## config.mk

```make
export PLATFORM = sky130hd
export DESIGN_NAME = cache_level_ctrl
export DESIGN_NICKNAME = d
export VERILOG_FILES = /design/src/rtl/cache_pkg.sv /design/src/rtl/cache_tag_array.sv /design/src/rtl/cache_level_ctrl.sv
export SDC_FILE = /design/constraint.sdc
export NUM_CORES = 2
export LEC_CHECK = 0
export CAP_MARGIN = 25
export CORE_ASPECT_RATIO = 0.7
export CORE_MARGIN = 5
export CORE_UTILIZATION = 40
export DETAILED_ROUTE_END_ITERATION = 8
export GPL_TIMING_DRIVEN = 0
export SYNTH_ARGS = -nofsm -noshare
export SYNTH_HDL_FRONTEND = slang
export SYNTH_SLANG_ARGS = --single-unit
```

## constraint.sdc

```tcl
create_clock -name CLK -period 9.1 [get_ports CLK]
set_input_delay 2.73 -clock CLK [delete_from_list [all_inputs] [get_ports CLK]]
set_output_delay 2.73 -clock CLK [all_outputs]
set_load 0.01 [all_outputs]
```

## src/rtl/cache_pkg.sv

```systemverilog
// Shared constants, FSM encodings and channel-format helpers for the
// set-associative cache level controller.
package cache_pkg;

    localparam int DEF_ADDR_W     = 24;
    localparam int DEF_LINE_BYTES = 8;
    localparam int DEF_SETS       = 16;
    localparam int DEF_WAYS       = 2;

    typedef logic [2:0] state_t;

    localparam state_t ST_IDLE      = 3'd0;
    localparam state_t ST_LOOKUP    = 3'd1;
    localparam state_t ST_EVICT     = 3'd2;
    localparam state_t ST_FILL_REQ  = 3'd3;
    localparam state_t ST_FILL_WAIT = 3'd4;
    localparam state_t ST_RESPOND   = 3'd5;

    function automatic int push_w(input int addr_w, input int line_w);
        return 1 + addr_w + line_w;
    endfunction

    function automatic int pop_w(input int addr_w, input int line_w);
        return addr_w + line_w;
    endfunction

    // Rebuilds a byte address with zeroed offset bits from a tag and set index.
    function automatic logic [63:0] pack_line_addr(input logic [63:0] tag,
                                                   input logic [63:0] idx,
                                                   input int          idx_w,
                                                   input int          off_w);
        return ((tag << idx_w) | idx) << off_w;
    endfunction

endpackage

```

## src/rtl/cache_tag_array.sv

```systemverilog
// Per-set valid/dirty/tag storage and round-robin victim pointer with a
// combinational lookup port and a single synchronous update port.
module cache_tag_array
    import cache_pkg::*;
#(
    parameter int SETS  = DEF_SETS,
    parameter int WAYS  = DEF_WAYS,
    parameter int TAG_W = 17,
    parameter int IDX_W = 4,
    parameter int WAY_W = 1
) (
    input  logic             CLK,
    input  logic             Reset,
    input  logic [IDX_W-1:0] lk_idx,
    input  logic [TAG_W-1:0] lk_tag,
    output logic             lk_hit,
    output logic [WAY_W-1:0] lk_hit_way,
    output logic [WAY_W-1:0] lk_victim,
    output logic             lk_victim_valid,
    output logic             lk_victim_dirty,
    output logic             lk_victim_from_ptr,
    output logic [TAG_W-1:0] lk_victim_tag,
    input  logic             upd_en,
    input  logic [IDX_W-1:0] upd_idx,
    input  logic [WAY_W-1:0] upd_way,
    input  logic             upd_valid,
    input  logic             upd_dirty,
    input  logic [TAG_W-1:0] upd_tag,
    input  logic             ptr_adv
);

    logic [WAYS-1:0]  valid_q [SETS];
    logic [WAYS-1:0]  dirty_q [SETS];
    logic [TAG_W-1:0] tag_q   [SETS][WAYS];
    logic [WAY_W-1:0] ptr_q   [SETS];

    logic             found_inv;
    logic [WAY_W-1:0] inv_way;

    always_comb begin
        lk_hit     = 1'b0;
        lk_hit_way = '0;
        found_inv  = 1'b0;
        inv_way    = '0;
        for (int w = 0; w < WAYS; w++) begin
            if (valid_q[lk_idx][w] && tag_q[lk_idx][w] == lk_tag) begin
                lk_hit     = 1'b1;
                lk_hit_way = WAY_W'(w);
            end
        end
        // Descending scan leaves the lowest-index invalid way selected.
        for (int w = WAYS - 1; w >= 0; w--) begin
            if (!valid_q[lk_idx][w]) begin
                found_inv = 1'b1;
                inv_way   = WAY_W'(w);
            end
        end
        lk_victim          = found_inv ? inv_way : ptr_q[lk_idx];
        lk_victim_from_ptr = !found_inv;
        lk_victim_valid    = valid_q[lk_idx][lk_victim];
        lk_victim_dirty    = dirty_q[lk_idx][lk_victim];
        lk_victim_tag      = tag_q[lk_idx][lk_victim];
    end

    always_ff @(posedge CLK) begin
        if (!Reset) begin
            for (int s = 0; s < SETS; s++) begin
                valid_q[s] <= '0;
                dirty_q[s] <= '0;
                ptr_q[s]   <= '0;
            end
        end else begin
            if (upd_en) begin
                valid_q[upd_idx][upd_way] <= upd_valid;
                dirty_q[upd_idx][upd_way] <= upd_dirty;
            end
            if (ptr_adv) begin
                ptr_q[upd_idx] <= (ptr_q[upd_idx] == WAY_W'(WAYS - 1)) ? '0
                                                                       : ptr_q[upd_idx] + 1'b1;
            end
        end
    end

    always_ff @(posedge CLK) begin
        if (upd_en) begin
            tag_q[upd_idx][upd_way] <= upd_tag;
        end
    end

endmodule

```

## src/rtl/cache_level_ctrl.sv

```systemverilog
// Write-back, write-allocate set-associative cache level: byte requests from
// the CPU side, dirty write-backs and refill requests pushed to the next level.
module cache_level_ctrl
    import cache_pkg::*;
#(
    parameter int ADDR_W     = DEF_ADDR_W,
    parameter int LINE_BYTES = DEF_LINE_BYTES,
    parameter int SETS       = DEF_SETS,
    parameter int WAYS       = DEF_WAYS,
    localparam int LINE_W    = 8 * LINE_BYTES,
    localparam int PUSH_W    = push_w(ADDR_W, LINE_W),
    localparam int POP_W     = pop_w(ADDR_W, LINE_W)
) (
    input  logic              CLK,
    input  logic              Reset,
    input  logic              req_valid,
    output logic              req_ready,
    input  logic              req_we,
    input  logic [ADDR_W-1:0] req_addr,
    input  logic [7:0]        req_wdata,
    output logic              resp_valid,
    output logic [7:0]        Dato_Salida,
    output logic              Hit,
    output logic              Desalojo,
    output logic              push_valid,
    input  logic              push_ready,
    output logic [PUSH_W-1:0] D_PUSH,
    input  logic [POP_W-1:0]  D_POP,
    input  logic              pop_valid
);

    localparam int OFF_W = $clog2(LINE_BYTES);
    localparam int IDX_W = $clog2(SETS);
    localparam int TAG_W = ADDR_W - IDX_W - OFF_W;
    localparam int WAY_W = (WAYS > 1) ? $clog2(WAYS) : 1;

    state_t            state_q;
    logic              we_q;
    logic [ADDR_W-1:0] addr_q;
    logic [7:0]        wdata_q;
    logic              hit_q;
    logic              evict_q;
    logic [7:0]        rdata_q;
    logic [WAY_W-1:0]  victim_way_q;
    logic [TAG_W-1:0]  victim_tag_q;
    logic [LINE_W-1:0] victim_line_q;

    logic [LINE_W-1:0] data_mem [SETS][WAYS];

    logic [OFF_W-1:0]  off;
    logic [IDX_W-1:0]  idx;
    logic [TAG_W-1:0]  tag;
    logic [OFF_W+2:0]  bit_lo;
    logic [ADDR_W-1:0] req_laddr;
    logic [ADDR_W-1:0] victim_laddr;
    logic [63-ADDR_W:0] laddr_unused_a;
    logic [63-ADDR_W:0] laddr_unused_b;

    logic [ADDR_W-1:0] pop_laddr;
    logic [LINE_W-1:0] pop_line;
    logic              pop_match;
    logic [LINE_W-1:0] fill_line;

    logic             lk_hit;
    logic [WAY_W-1:0] lk_hit_way;
    logic [WAY_W-1:0] lk_victim;
    logic             lk_victim_valid;
    logic             lk_victim_dirty;
    logic             lk_victim_from_ptr;
    logic [TAG_W-1:0] lk_victim_tag;
    logic             upd_en;
    logic [WAY_W-1:0] upd_way;
    logic             upd_valid;
    logic             upd_dirty;
    logic [TAG_W-1:0] upd_tag;
    logic             ptr_adv;

    assign off    = addr_q[OFF_W-1:0];
    assign idx    = addr_q[OFF_W +: IDX_W];
    assign tag    = addr_q[ADDR_W-1 -: TAG_W];
    assign bit_lo = {off, 3'b000};

    assign {laddr_unused_a, req_laddr} =
        pack_line_addr(64'(tag), 64'(idx), IDX_W, OFF_W);
    assign {laddr_unused_b, victim_laddr} =
        pack_line_addr(64'(victim_tag_q), 64'(idx), IDX_W, OFF_W);

    assign {pop_laddr, pop_line} = D_POP;
    assign pop_match = (state_q == ST_FILL_WAIT) && pop_valid && (pop_laddr == req_laddr);

    always_comb begin
        fill_line = pop_line;
        if (we_q) begin
            fill_line[bit_lo +: 8] = wdata_q;
        end
    end

    cache_tag_array #(
        .SETS (SETS),
        .WAYS (WAYS),
        .TAG_W(TAG_W),
        .IDX_W(IDX_W),
        .WAY_W(WAY_W)
    ) u_tags (
        .CLK               (CLK),
        .Reset             (Reset),
        .lk_idx            (idx),
        .lk_tag            (tag),
        .lk_hit            (lk_hit),
        .lk_hit_way        (lk_hit_way),
        .lk_victim         (lk_victim),
        .lk_victim_valid   (lk_victim_valid),
        .lk_victim_dirty   (lk_victim_dirty),
        .lk_victim_from_ptr(lk_victim_from_ptr),
        .lk_victim_tag     (lk_victim_tag),
        .upd_en            (upd_en),
        .upd_idx           (idx),
        .upd_way           (upd_way),
        .upd_valid         (upd_valid),
        .upd_dirty         (upd_dirty),
        .upd_tag           (upd_tag),
        .ptr_adv           (ptr_adv)
    );

    always_comb begin
        upd_en    = 1'b0;
        upd_way   = victim_way_q;
        upd_valid = 1'b0;
        upd_dirty = 1'b0;
        upd_tag   = tag;
        ptr_adv   = 1'b0;
        case (state_q)
            ST_LOOKUP: begin
                if (lk_hit && we_q) begin
                    upd_en    = 1'b1;
                    upd_way   = lk_hit_way;
                    upd_valid = 1'b1;
                    upd_dirty = 1'b1;
                end
                ptr_adv = !lk_hit && lk_victim_from_ptr;
            end
            ST_EVICT: begin
                upd_en  = push_ready;
                upd_tag = victim_tag_q;
            end
            ST_FILL_WAIT: begin
                upd_en    = pop_match;
                upd_valid = 1'b1;
                upd_dirty = we_q;
            end
            default: ;
        endcase
    end

    assign req_ready  = (state_q == ST_IDLE);
    assign push_valid = (state_q == ST_EVICT) || (state_q == ST_FILL_REQ);

    always_comb begin
        D_PUSH = '0;
        if (state_q == ST_EVICT) begin
            D_PUSH = {1'b1, victim_laddr, victim_line_q};
        end else if (state_q == ST_FILL_REQ) begin
            D_PUSH = {1'b0, req_laddr, {LINE_W{1'b0}}};
        end
    end

    always_ff @(posedge CLK) begin
        if (!Reset) begin
            state_q     <= ST_IDLE;
            resp_valid  <= 1'b0;
            Dato_Salida <= '0;
            Hit         <= 1'b0;
            Desalojo    <= 1'b0;
            evict_q     <= 1'b0;
            hit_q       <= 1'b0;
        end else begin
            resp_valid  <= 1'b0;
            Dato_Salida <= '0;
            Hit         <= 1'b0;
            Desalojo    <= 1'b0;
            case (state_q)
                ST_IDLE: begin
                    if (req_valid) begin
                        we_q    <= req_we;
                        addr_q  <= req_addr;
                        wdata_q <= req_wdata;
                        evict_q <= 1'b0;
                        state_q <= ST_LOOKUP;
                    end
                end
                ST_LOOKUP: begin
                    hit_q <= lk_hit;
                    if (lk_hit) begin
                        rdata_q <= data_mem[idx][lk_hit_way][bit_lo +: 8];
                        state_q <= ST_RESPOND;
                    end else begin
                        victim_way_q  <= lk_victim;
                        victim_tag_q  <= lk_victim_tag;
                        victim_line_q <= data_mem[idx][lk_victim];
                        state_q <= (lk_victim_valid && lk_victim_dirty) ? ST_EVICT : ST_FILL_REQ;
                    end
                end
                ST_EVICT: begin
                    if (push_ready) begin
                        evict_q <= 1'b1;
                        state_q <= ST_FILL_REQ;
                    end
                end
                ST_FILL_REQ: begin
                    if (push_ready) begin
                        state_q <= ST_FILL_WAIT;
                    end
                end
                ST_FILL_WAIT: begin
                    if (pop_match) begin
                        rdata_q <= pop_line[bit_lo +: 8];
                        state_q <= ST_RESPOND;
                    end
                end
                ST_RESPOND: begin
                    resp_valid  <= 1'b1;
                    Dato_Salida <= we_q ? 8'h00 : rdata_q;
                    Hit         <= hit_q;
                    Desalojo    <= evict_q;
                    state_q     <= ST_IDLE;
                end
                default: state_q <= ST_IDLE;
            endcase
        end
    end

    always_ff @(posedge CLK) begin
        if (Reset) begin
            if (state_q == ST_LOOKUP && lk_hit && we_q) begin
                data_mem[idx][lk_hit_way][bit_lo +: 8] <= wdata_q;
            end
            if (pop_match) begin
                data_mem[idx][victim_way_q] <= fill_line;
            end
        end
    end

endmodule

```

==> commit_impl_results.txt <==
Record implementation results from latest flow run

- Fraction of the cycle the final worst path needs: approximately 92%
* Gates resized, CTS repair: 0
- Starting DRC count in detailed routing: 13330
- STA classifies the critical path endpoint as a register.
- As reported, the later end of the worst-skew pair has a clock insertion delay of 890 ps.
* DIE AREA: about 0.30 mm^2
* Worst Hold Launch: evict_q
- In this run the tools logged warnings totalling 30.
* Cell type with the highest aggregate area in the netlist: edfxtp_1
- Tally of non-filler cells in the final layout: 10530
- Aggregate global routing overflow: 0
- The final timing report lists a hold violation count of 0.
- The run finished with clean final reports.
- The synthesis log from Yosys contains 0 warnings.
- The worst-case max-slew headroom was logged as 13.80%.
- Count of hold buffers inserted by post-cts repair: 0
- Data required time at the worst endpoint: between 9000 and 10000 ps
* Clock tree from TritonCTS: yes
- Setup TNS: 0 ps
- Most numerous logic cell after layout: edfxtp_1
- Setup repair after global routing missed its margin: no
* Wire length of the first global-routing pass: 610800 um
* Slew Limit Fails: 0
- Fraction of synthesized cell area taken by the top area cell type: 73.33%
* Slowest library cell on the worst path: buf_2
* Syn Inst Count: 5702
* Placeable core region: 0.2825 mm^2
* Final routed DRC violation total: 0
* Routability-driven placement congestion ratio: 1.022
- STA puts the critical path data arrival time at 9010 ps.
- The library cells used most frequently in the layout, excluding fill and tap cells, are 2779 x edfxtp_1, 773 x mux4_2, 355 x nor2_1.
- The detail route stage leaves a number of antenna-violating nets equal to 0.
- Overall die height: 456.3 um
* Largest net degree at the start of global routing: 33
- Among all stages on the critical path, the maximum delay recorded is between 800 and 900 ps.
- Yosys-reported design area after synthesis: 0.1138 mm^2
- The H-tree was split into 5 levels.
- Looking at the critical path, the highest net fanout was 10.
* Largest cells by area after synthesis: edfxtp_1 73%, mux4_2 15%, nor2_1 1.3%, mux2i_1 1.0%, mux2_2 1.0%
* Worst-Margin Slew: between 1000 and 1500 ps
- Registers, synthesis: ~2800
- The path with the worst hold slack has its endpoint at Desalojo.
- Number of CTS-inserted buffers: 282
* Post-DP HPWL: 341500 um
* Synth Cell Area: around 0.11 mm^2
- Fmax achieved: 118.9 MHz
* Cell type group with the largest total delay on the critical path: buffers and inverters
final cells by class:
class	count	area, um^2	share of cell area, %
antenna	59	147.6	0.1107
tap	3795	4748	3.561
sequential	2815	84170	63.12
buffer	381	1893	1.420
multi-input combinational	2491	28040	21.03
inverter	17	63.81	0.04785
clock inverter	144	1252	0.9392
clock buffer	351	7431	5.573
timing repair buffer	478	5602	4.201
sequential cells by signal, summed over array words and instances (netlist names), 3 cells and up, named ones only:
signal / count
u_tags.valid_q: 32
u_tags.tag_q: 544
victim_tag_q: 17
addr_q: 24
wdata_q: 8
victim_line_q: 64
rdata_q: 8
state_q: 3
u_tags.ptr_q: 16
data_mem: 2048
u_tags.dirty_q: 32
Dato_Salida: 8
Yosys cell counts, drive strengths merged (3+ instances only):
master   number
xnor2        27
nand3        30
buf         182
nor2b        24
a31oi        52
a221oi        5
o221ai        3
mux4        773
o211ai       25
o31ai        20
dfxtp        36
nor4          9
or4           4
clkbuf      199
nor2        389
o22ai         7
a22o        100
nor3         74
ha            5
a211oi       14
o2111ai       6
o21ai       176
a21oi        58
nand2b       15
nor3b         5
and3          4
a22oi        17
nand4        24
mux2i       119
a21o          3
o31a          3
mux2        105
and2        101
or3           3
o21a          5
edfxtp     2779
nand2       229
xor2         23
inv          16
report_power, final:
part	total, mW	internal [mW]	switching, mW
registers	14.4	14.3	0.0315
logic	3.90	1.21	2.69
clock network	11.4	6.31	5.12
layer usage:
| metal | GRT usage (%) | vias to the layer above | share of wire, % |
|---|---|---|---|
| met5 | 0.7300 | - | 0.098 |
| met4 | 13.42 | 16 | 5.0 |
| met3 | 14.74 | 1024 | 16 |
| met2 | 41.45 | 6179 | 40 |
| met1 | 44.22 | 36960 | 38 |
| li1 | - | 25120 | - |
kinds of logic after synthesis:
family | count (synthesis) | synth area share [%]
buf+inv | 398 | 1.608
other cells | 1 | 0.003295
flops | 2815 | 73.96
fa+ha+maj | 5 | 0.05497
xor+xnor | 50 | 0.3848
simple gates | 925 | 3.664
compound gates | 511 | 2.942
mux | 997 | 17.38
metrics by stage:
stage | hold slack, ps | setup WS, ps
floorplan | 420.3 | 2359
global route | 485.8 | 823.1
detailed placement | 463.7 | 824.9
global placement | 451.1 | -2072
CTS | 480.6 | 1107
finish | 481.7 | 689.0
how the worst max path moves through the flow:
| stage | slack [ps] | end | start | cells after the start |
|---|---|---|---|---|
| after floorplan | 2360 | victim_line_q[0] | Reset | 2 |
| after global placement | -2070 | victim_line_q[23] | register | 12 |
| after detailed placement | 820 | data_mem[10][25] | D_POP[69] | 10 |
| after CTS | 1110 | rdata_q[5] | register | 16 |
| after global routing | 820 | rdata_q[6] | register | 17 |
| final | 690 | rdata_q[1] | register | 15 |
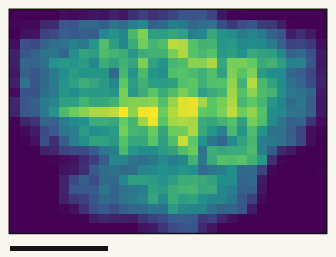
route_heat.png
The bar under the picture is 200 um long. The die is cut into 32 by 23 equal tiles; dark purple is low, yellow is high, scaled to the fullest tile. Values are wire area over tile area, all layers added.
19% of the tiles are nearly empty. 36% of the tiles are over half the peak. The emptiest ninth of the die: south-west.
average wire per standard cell: 45.06 um
via count: 69300
all-layer global routing usage: 31.42%
total routed wirelength: 474600 um

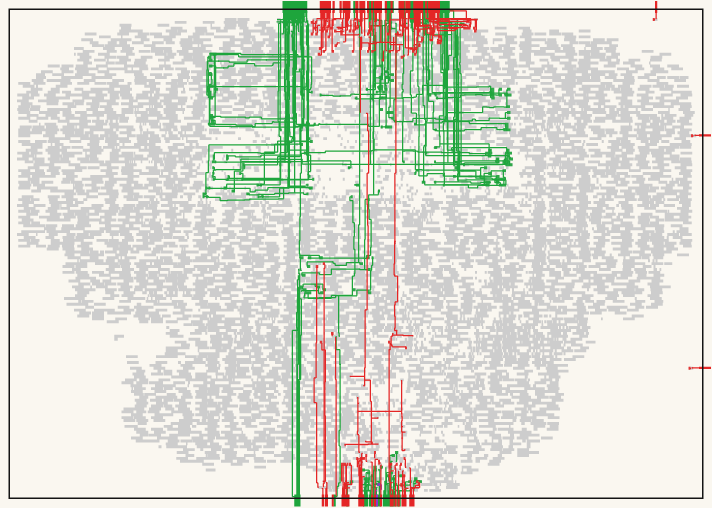
port_trees.png
Purple is pop_valid, bits 1, direction input, edge south, end cells 1, buffers 1, wire 15.8 um. Red is D_PUSH, bits 89, direction output, edge 60 north, 27 south, 2 east, end cells 89, buffers 93, wire 4730 um. Green is D_POP, bits 88, direction input, edge 58 north, 30 south, end cells 212, buffers 88, wire 15300 um.
number of top-level pins: 228
port bufs: 224

